--- src/rtl/control_seq.sv ---
// control_seq: parametrised one-hot sequence controller with skip branch and pass counter; CONTROL_SEQ_ONEHOT_CHECK_EN adds a one-hot/index checker driving ERR
module control_seq #(
  parameter int NSTEPS = 6,
  parameter int SKIP_FROM = 2,
  parameter int SKIP_TO = 5,
  parameter int LOOPS = 0,
  parameter int CW = 8,
  localparam int SW = $clog2(NSTEPS)
) (
  input  logic              CLK,
  input  logic              RESET,
  input  logic              OVERFLOW,
  input  logic              CLR,
  input  logic              HOLD,
  output logic [NSTEPS-1:0] S,
  output logic [SW-1:0]     STATE,
  output logic [CW-1:0]     PASS_CNT,
  output logic              DONE,
  output logic              ERR
);
  localparam logic [SW-1:0] LAST = SW'(NSTEPS - 1);
  localparam logic [SW-1:0] FROM = SW'(SKIP_FROM);
  localparam logic [SW-1:0] TO = SW'(SKIP_TO);
  localparam logic [CW:0] LIM = (CW+1)'(LOOPS);
  logic [SW-1:0] state_nxt;
  logic [CW-1:0] cnt_nxt;
  logic [CW:0] pass_inc;
  logic done_nxt, again, bad;
  assign pass_inc = {1'b0, PASS_CNT} + (CW+1)'(1);
  assign again = LOOPS == 0 || pass_inc < LIM;
  always_ff @(posedge CLK) begin
    if (RESET) begin
      S <= NSTEPS'(1);
      STATE <= '0;
      PASS_CNT <= '0;
      DONE <= 1'b0;
    end else if (bad) begin
      S <= NSTEPS'(1);
      STATE <= '0;
      DONE <= 1'b0;
    end else if (HOLD) begin
      DONE <= 1'b0;
    end else begin
      S <= NSTEPS'(1) << state_nxt;
      STATE <= state_nxt;
      PASS_CNT <= cnt_nxt;
      DONE <= done_nxt;
    end
  end
  always_comb begin
    state_nxt = STATE == '0 ? (OVERFLOW ? SW'(1) : '0)
              : STATE == FROM && CLR ? TO
              : STATE == LAST ? (again ? SW'(1) : '0)
              : STATE + SW'(1);
  end
  always_comb begin
    cnt_nxt = STATE == '0 ? (OVERFLOW ? '0 : PASS_CNT)
            : STATE == LAST ? (again ? pass_inc[CW-1:0] : LIM[CW-1:0])
            : PASS_CNT;
    done_nxt = STATE == LAST && !again;
  end
`ifdef CONTROL_SEQ_ONEHOT_CHECK_EN
  assign bad = S != (NSTEPS'(1) << STATE);
  always_ff @(posedge CLK) begin
    ERR <= RESET ? 1'b0 : ERR | bad;
  end
`else
  assign bad = 1'b0;
  assign ERR = 1'b0;
`endif
endmodule

--- config.mk ---
export PLATFORM = sky130hd
export DESIGN_NAME = control_seq
export DESIGN_NICKNAME = d
export VERILOG_FILES = /design/src/rtl/control_seq.sv
export SDC_FILE = /design/constraint.sdc
export NUM_CORES = 1
export LEC_CHECK = 0
export CAP_MARGIN = 5
export CORE_MARGIN = 5
export CORE_UTILIZATION = 31
export CTS_CLUSTER_SIZE = 16
export DETAILED_ROUTE_END_ITERATION = 10
export GPL_TIMING_DRIVEN = 0
export HOLD_SLACK_MARGIN = 0.08
export SYNTH_ARGS = -nofsm -noshare
export SYNTH_HDL_FRONTEND = slang
export SYNTH_SLANG_ARGS = --single-unit
export TNS_END_PERCENT = 10
--- constraint.sdc ---
create_clock -name CLK -period 3.6 [get_ports CLK]
set_input_delay 0.36 -clock CLK [delete_from_list [all_inputs] [get_ports CLK]]
set_output_delay 0.36 -clock CLK [all_outputs]
set_load 0.01 [all_outputs]
### Placed standard cells

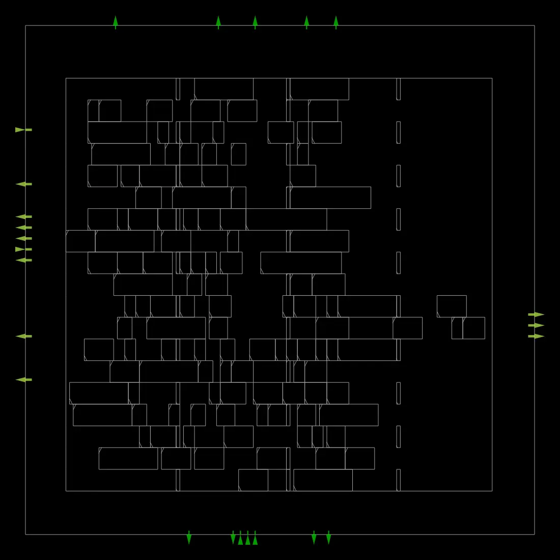
number of non-filler instances in the completed layout: 156
sequential portion of the cell area: 29.0%
fillers: 273
Flop Count: 17

### Signal wires on met2

Cells faint in the background.
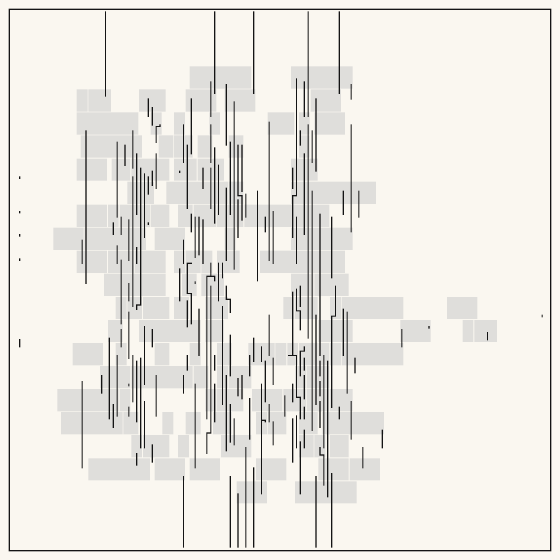
main direction: vertical
nets with wire on the layer: 109
share of all routed wire: 48%
longest straight run: 28.2 um
wire length on this layer: 957 um

==> results.txt <==
Reports from this run.

- The worst clock skew reads 3.78 ps.
- The flow ran to the end, and the final reports show no timing, DRC or antenna violations.
- The fraction of synthesis flops using an asynchronous set or reset pin reads 0%.
- The sequential area share after synthesis is 38.0%.
- The pre-CTS setup slack is 1390 ps.
- At the floorplan stage, the core utilization is reported as 32.4%.
- Counting endpoints that fail hold in the final report gives 0.
- The maximum number of pins on one net before global-route repair reads 11.
- The overall die size recorded for this design is 0.00406 sq mm.
- The cell type of the slowest stage on the worst timing path reads clkdlybuf4s50_1.
- The number of nets with antenna violations after routing is 0.
- The relative area of clock buffers and inverters in the final design reads 2.24%.
- The total detailed-routing wirelength is 2010 um.
- According to the tapcell log, the count of inserted taps is 31.
- The data required time of the critical path reads 3830 ps.
- The clock period could shrink to 1920 ps.
- In the synthesis report, Yosys lists the chip area as 895 sq um.
- The number of antenna violations at the first check in global routing reads 0.
- According to the finish report, the design has a final net count of 132.
- The synthesized design contains 17 register bits.
- The total CTS buffers is 3.
### Cell classes on the final placement

Fill, decap, tap and diode cells in gray.
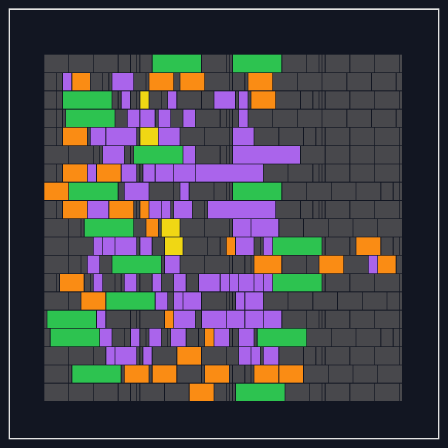
legend:
  remaining buffers and delay cells:
    color: orange
    cells: 29
  sequential cells:
    color: green
    cells: 17
  combinational and other logic:
    color: purple
    cells: 75
  clock drivers and dummy loads:
    color: yellow
    cells: 4
number of core rows: 19
Core Box Area: 0.00276 sq mm
end-of-flow core utilization: 42.6%

state kept, by name (all words and copies together) (netlist names):
register and flops:
PASS_CNT 8, S 6, STATE 3
through the flow:
stage | cells | hold slack [ps] | util (%)
2_1_floorplan | 100 | 486 | -
3_3_place_gp | 152 | 450 | 41.6
3_5_place_dp | 152 | 460 | 41.6
4_1_cts | 156 | 475 | 42.6
5_1_grt | 156 | 501 | 42.6
6_report | 156 | 472 | 42.6
worst max path at each step:
stage | start | end | slack (ps) | cells past startpoint
6_report | OVERFLOW | PASS_CNT[1] | 1680 | 5
5_1_grt | OVERFLOW | PASS_CNT[1] | 1530 | 5
4_1_cts | OVERFLOW | PASS_CNT[1] | 1690 | 5
3_5_place_dp | OVERFLOW | PASS_CNT[1] | 1390 | 5
3_3_place_gp | OVERFLOW | PASS_CNT[1] | 1380 | 5
2_1_floorplan | STATE[2] | PASS_CNT[6] | 2000 | 5
layer usage:
metal	vias up	GRT usage (%)	wire [um]
li1	406	-	-
met5	-	0	0
met1	366	12.8	929
met2	14	17.4	956
met3	4	3.37	94
met4	0	3.90	32
where the power goes:
part	switching, mW	internal, mW	leakage [nW]
Combinational	0.0312	0.0272	0.222
Clock	0.0611	0.0431	0.0150
Sequential	0.00485	0.193	0.138
Total	0.0972	0.264	0.375
worst min-delay path, delay by kind of cell, from the launching register on:
kind / cells / cell delay [ps]
AND-OR/OR-AND: 1 / 50
AND/OR/NAND/NOR: 1 / 60
flip-flops: 1 / 320
kinds of logic after synthesis:
group | after synthesis | synth area share [%]
simple gates | 39 | 23.2
compound gates | 24 | 23.9
fa+ha+maj | 1 | 1.40
xor+xnor | 6 | 5.88
mux | 1 | 1.12
other cells | 1 | 0.419
buf+inv | 10 | 6.01
flops | 17 | 38.0
Power is estimated from default activity; no workload was simulated.
